$ cat config.mk
export PLATFORM = sky130hd
export DESIGN_NAME = qlearn_phase_sequencer
export DESIGN_NICKNAME = d
export VERILOG_FILES = /design/src/rtl/qlearn_phase_sequencer.sv
export SDC_FILE = /design/constraint.sdc
export NUM_CORES = 1
export LEC_CHECK = 0
export CORE_ASPECT_RATIO = 0.8
export CORE_MARGIN = 2
export CORE_UTILIZATION = 44
export DETAILED_ROUTE_END_ITERATION = 6
export MAX_ROUTING_LAYER = met4
export PLACE_DENSITY_LB_ADDON = 0.05
export RECOVER_POWER = 25
export REMOVE_ABC_BUFFERS = 1
export SLEW_MARGIN = 20
export SYNTH_ARGS = -nofsm -noshare
export SYNTH_HDL_FRONTEND = slang
export SYNTH_SLANG_ARGS = --single-unit
$ cat constraint.sdc
create_clock -name clock -period 3.7 [get_ports clock]
set_input_delay 0.925 -clock clock [delete_from_list [all_inputs] [get_ports clock]]
set_output_delay 0.925 -clock clock [all_outputs]
set_load 0.005 [all_outputs]
$ cat src/rtl/qlearn_phase_sequencer.sv
// Round controller for the routing-learning core. It runs find-best, winner
// policy and update in turn each round, and routes the shared memory/RNG port to the active phase.
//
// state     | meaning
// ----------+--------------------------------------------------
// IDLE      | waiting for start
// FB_EN     | re-arm find-best (en_fb pulse)
// FB_START  | start find-best, clear watchdog
// FB_WAIT   | wait for done_fb under watchdog
// WP_EN     | re-arm winner policy
// WP_START  | start winner policy, clear watchdog
// WP_WAIT   | wait for done_wp under watchdog
// UP_EN     | re-arm update
// UP_START  | start update, clear watchdog
// UP_WAIT   | wait for done_up, then count the round
// FINISH    | normal end of run, done pulse
// ERR       | watchdog abort, done pulse with sticky error
module qlearn_phase_sequencer #(
    parameter int TIMEOUT = 1023,
    parameter int CNT_W   = 16
) (
    input  logic              clock,
    input  logic              rst,
    input  logic              start,
    input  logic [CNT_W-1:0]  num_rounds,
    output logic              busy,
    output logic              done,
    output logic              error,
    output logic [CNT_W-1:0]  round_count,
    output logic              en_fb,
    output logic              en_wp,
    output logic              en_up,
    output logic              start_fb,
    output logic              start_wp,
    output logic              start_up,
    input  logic              done_fb,
    input  logic              done_wp,
    input  logic              done_up,
    input  logic [10:0]       fb_address,
    input  logic [10:0]       wp_address,
    input  logic [10:0]       up_address,
    input  logic              fb_wr_en,
    input  logic              wp_wr_en,
    input  logic              up_wr_en,
    input  logic [15:0]       fb_data_out,
    input  logic [15:0]       wp_data_out,
    input  logic [15:0]       up_data_out,
    input  logic              fb_en_rng,
    input  logic              wp_en_rng,
    input  logic              up_en_rng,
    output logic [10:0]       mem_address,
    output logic              mem_wr_en,
    output logic [15:0]       mem_data_out,
    output logic              en_rng
);

    typedef enum logic [3:0] {
        S_IDLE, S_FB_EN, S_FB_START, S_FB_WAIT,
        S_WP_EN, S_WP_START, S_WP_WAIT,
        S_UP_EN, S_UP_START, S_UP_WAIT,
        S_FINISH, S_ERR
    } state_t;

    typedef enum logic [1:0] {OWN_NONE, OWN_FB, OWN_WP, OWN_UP} owner_t;

    state_t           state, state_nxt;
    owner_t           owner, owner_nxt;
    logic [CNT_W-1:0] watchdog;
    logic [CNT_W-1:0] rounds_target;
    logic [CNT_W-1:0] round_cnt;
    logic             in_wait;
    logic             phase_done;
    logic             wd_expired;
    logic             last_round;

    assign in_wait     = (state == S_FB_WAIT) || (state == S_WP_WAIT) || (state == S_UP_WAIT);
    assign wd_expired  = (watchdog == CNT_W'(TIMEOUT - 1));
    assign last_round  = ((round_cnt + CNT_W'(1)) == rounds_target);
    assign round_count = round_cnt;

    always_comb begin
        phase_done = 1'b0;
        case (state)
            S_FB_WAIT: phase_done = done_fb;
            S_WP_WAIT: phase_done = done_wp;
            S_UP_WAIT: phase_done = done_up;
            default:   phase_done = 1'b0;
        endcase
    end

    always_ff @(posedge clock) begin
        if (rst) begin
            state         <= S_IDLE;
            owner         <= OWN_NONE;
            watchdog      <= '0;
            rounds_target <= '0;
            round_cnt     <= '0;
            error         <= 1'b0;
        end else begin
            state <= state_nxt;
            owner <= owner_nxt;
            if (state == S_IDLE && start) begin
                rounds_target <= num_rounds;
                round_cnt     <= '0;
                error         <= 1'b0;
            end
            if (state == S_FB_START || state == S_WP_START || state == S_UP_START)
                watchdog <= '0;
            else if (in_wait && !phase_done)
                watchdog <= watchdog + CNT_W'(1);
            if (state == S_UP_WAIT && done_up)
                round_cnt <= round_cnt + CNT_W'(1);
            if (state_nxt == S_ERR)
                error <= 1'b1;
        end
    end

    // done in a WAIT state takes priority over a simultaneous watchdog expiry
    always_comb begin
        state_nxt = state;
        case (state)
            S_IDLE:     if (start) state_nxt = (num_rounds == '0) ? S_FINISH : S_FB_EN;
            S_FB_EN:    state_nxt = S_FB_START;
            S_FB_START: state_nxt = S_FB_WAIT;
            S_FB_WAIT:  if (done_fb) state_nxt = S_WP_EN;
                        else if (wd_expired) state_nxt = S_ERR;
            S_WP_EN:    state_nxt = S_WP_START;
            S_WP_START: state_nxt = S_WP_WAIT;
            S_WP_WAIT:  if (done_wp) state_nxt = S_UP_EN;
                        else if (wd_expired) state_nxt = S_ERR;
            S_UP_EN:    state_nxt = S_UP_START;
            S_UP_START: state_nxt = S_UP_WAIT;
            S_UP_WAIT:  if (done_up) state_nxt = last_round ? S_FINISH : S_FB_EN;
                        else if (wd_expired) state_nxt = S_ERR;
            default:    state_nxt = S_IDLE;
        endcase

        owner_nxt = OWN_NONE;
        case (state_nxt)
            S_FB_EN, S_FB_START, S_FB_WAIT: owner_nxt = OWN_FB;
            S_WP_EN, S_WP_START, S_WP_WAIT: owner_nxt = OWN_WP;
            S_UP_EN, S_UP_START, S_UP_WAIT: owner_nxt = OWN_UP;
            default:                        owner_nxt = OWN_NONE;
        endcase
    end

    always_comb begin
        busy     = !(state == S_IDLE || state == S_FINISH || state == S_ERR);
        done     = (state == S_FINISH) || (state == S_ERR);
        en_fb    = (state == S_FB_EN);
        en_wp    = (state == S_WP_EN);
        en_up    = (state == S_UP_EN);
        start_fb = (state == S_FB_START);
        start_wp = (state == S_WP_START);
        start_up = (state == S_UP_START);

        mem_address  = '0;
        mem_wr_en    = 1'b0;
        mem_data_out = '0;
        en_rng       = 1'b0;
        case (owner)
            OWN_FB: begin
                mem_address  = fb_address;
                mem_wr_en    = fb_wr_en;
                mem_data_out = fb_data_out;
                en_rng       = fb_en_rng;
            end
            OWN_WP: begin
                mem_address  = wp_address;
                mem_wr_en    = wp_wr_en;
                mem_data_out = wp_data_out;
                en_rng       = wp_en_rng;
            end
            OWN_UP: begin
                mem_address  = up_address;
                mem_wr_en    = up_wr_en;
                mem_data_out = up_data_out;
                en_rng       = up_en_rng;
            end
            default: ;
        endcase
    end

endmodule

==> COMMIT_EDITMSG, run 1 <==
Log flow metrics for this revision

* Status: completed
- The share of synthesized area in the top cell type comes to 0.284.
* Power dissipated in the clock network: 338 µW
- The routed design uses 1080 µm of met3 wire.
- Switching fraction of total power: 0.298
- DRC viols: 0
* Setup fix buffers added after clock tree synthesis: 0
- Based on the critical path, the design can be clocked at up to 314 MHz.
* Worst setup slack after placement: 0.322 ns
- By instance count after routing, the leading logic cell type is sky130_fd_sc_hd__clkdlybuf4s50_1.
- Insertion delay at the late pin of the worst-skew pair: 0.32 ns
* Number of synthesized flops with an enable pin: 0
- Mux cell area share: 0.0842
- The analysis attributes to net switching a power of 446 µW.
* Critical path's largest stage delay: 0.45 ns
- Of the synthesized area, sequential elements account for 0.284.
- At the end of the flow, the number of nets in the layout was 744.
- The cell-mix breakdown from Yosys lists the adder-cell area share as 0.00968.
- Least setup slack across all paths after layout: 0.514 ns
* TritonCTS Buffers: 5
- For this design, the CTS-stage hold fixing added 0 buffers.
* Total Negative Setup Slacks: 0 ns
- In this run the horizontal extent of the chip is 109 µm.
- Recorded from the global router log, the overflow total was 0.
- Counting distinct cell types in the post-synthesis netlist gives 57.
- Routed wl met2: 5670 µm
* Count of inverters other than clock inverters in the layout: 5
- Number of antenna-violating nets in the routed design: 0
- The cell-mix breakdown from Yosys lists the compound-gate area share as 0.222.
- Per the timing report, the most critical flop-to-flop path finishes at error.
- TritonCTS clock tree: done
- Max Buffers Root-to-Sink: 2
- Commonest non-fill, non-tap cells in the layout: sky130_fd_sc_hd__clkdlybuf4s50_1, sky130_fd_sc_hd__dfxtp_1, sky130_fd_sc_hd__nand2_1
* Clk sink count: 55
- The critical path starts at up_address[3].
- In this run, the number of DRC markers left after iteration 0 of detailed routing was 309.
* Critical path endpoint: mem_address[3]
* Number of flip-flops and latches: 55
- The fraction of cell area in multi-input combinational cells is reported as 0.462.
- The routed design could run at a clock period as short as 3.19 ns.
- Counting endpoints that fail hold in the final report gives 0.
- Fin Clk Skew: 0.0205 ns
* Share of flip-flops with an asynchronous set or reset after synthesis: 0
- The data arrival time reported for the critical path is 2.26 ns.
### Track usage over the die, run 1

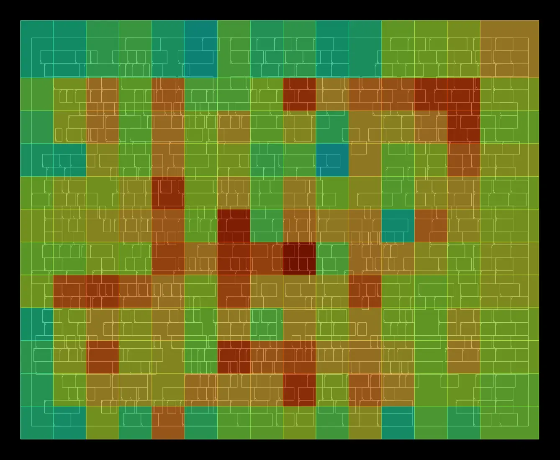
met2 track demand over resource: 0.404
share of the core filled with cells: 0.661
met3 capacity usage during global routing: 0.0469
DR WL/cell: 16.7 µm

### M3 wires, run 1

Scale: 4 px per µm. Cells faint in the background.
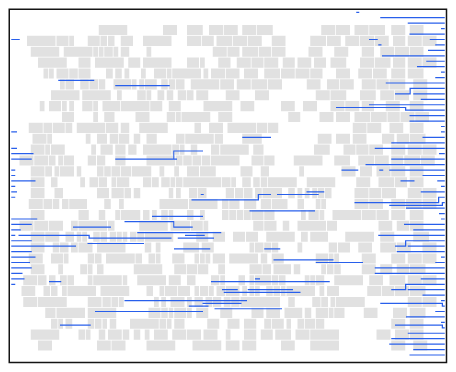
longest straight run: 30.4 µm
nets with wire on the layer: 117
share of all routed wire: 8.7%
wire length on this layer: 1,080 µm
main direction: horizontal
wirelength, routed: 12,400 µm
via total after detailed routing: 4,229

### I/O nets highlighted, run 1

Scale: 2 px per µm.
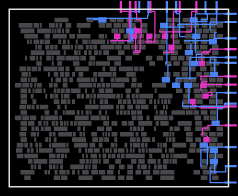
| port | colour | direction | end cells | buffers | wire |
|---|---|---|---|---|---|
| wp_address | magenta | input | 11 | 11 | 281 µm |
| fb_data_out | blue | input | 16 | 16 | 460 µm |
quantity of I/O buffers inserted on ports: 162
# IOs: 163

==> inputs of run 2 (changes only) <==
--- a/config.mk
+++ b/config.mk
@@ -9,6 +9,7 @@
 export CORE_MARGIN = 2
 export CORE_UTILIZATION = 44
 export DETAILED_ROUTE_END_ITERATION = 6
+export GPL_TIMING_DRIVEN = 0
 export MAX_ROUTING_LAYER = met4
 export PLACE_DENSITY_LB_ADDON = 0.05
 export RECOVER_POWER = 25
==> constraint.sdc (replaced) <==
create_clock -name clock -period 3.7 [get_ports clock]
set_input_delay 0.74 -clock clock [delete_from_list [all_inputs] [get_ports clock]]
set_output_delay 0.74 -clock clock [all_outputs]
set_load 0.005 [all_outputs]
==> COMMIT_EDITMSG, run 2 <==
Log flow metrics for this revision

- The count of hold buffers inserted by post-cts repair was 0 (unchanged).
- Status: completed (unchanged).
- Distinct cell type count of the synthesized netlist: 57 (unchanged)
- The buffer levels on the longest clock path was 2 (unchanged).
* First DRT Iteration DRCs: 318 (was 309)
- The critical path arrival is 2.73 ns (was 2.26 ns).
- The remaining design rule violation count was 0 (unchanged).
* Quantity of I/O buffers inserted on ports: 162 (unchanged)
- The adder-cell share of the synthesized area is 0.00968 (unchanged).
* Fmax achieved: 288 MHz (was 314 MHz)
* Final Hold Violating Endpoints: 0 (unchanged)
- The detailed-route via count came to 4,214 (was 4,229).
- Worst setup slack after placement: 0.186 ns (was 0.322 ns)
- Area share, top type: 0.284 (unchanged)
- Wirelength, routed: 12,300 µm (was 12,400 µm)
- Wire length on met3: 1160 µm (was 1080 µm)
* Number of antenna-violating nets in the routed design: 0 (unchanged)
* Routed wl met2: 5580 µm (was 5670 µm)
- Least setup slack across all paths after layout: 0.227 ns (was 0.514 ns)
- Number of flip-flops and latches: 55 (unchanged)
* Multi-input combinational area share: 0.466 (was 0.462)
* Most common library cell in the layout ignoring fill and taps: sky130_fd_sc_hd__clkdlybuf4s50_1 (unchanged)
* Clk sink count: 55 (unchanged)
* Count of inverters other than clock inverters in the layout: 5 (unchanged)
- The count of boundary I/O pins was 163 (unchanged).
* TritonCTS clock tree: done (unchanged)
- The compound-cell area share of the yosys netlist came to 0.222 (unchanged).
* Setup fix buffers added after clock tree synthesis: 0 (unchanged)
### Track usage over the die, run 2

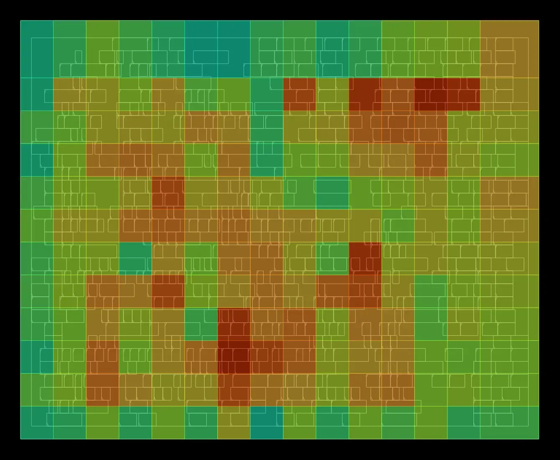
share of the core filled with cells: 0.657
GR Util All Layers: 0.256
met2 track demand over resource: 0.398
busiest grt layer: met2
DR WL/cell: 16.7 µm

Power figures rest on the tool's default switching activity, not on a simulated workload.
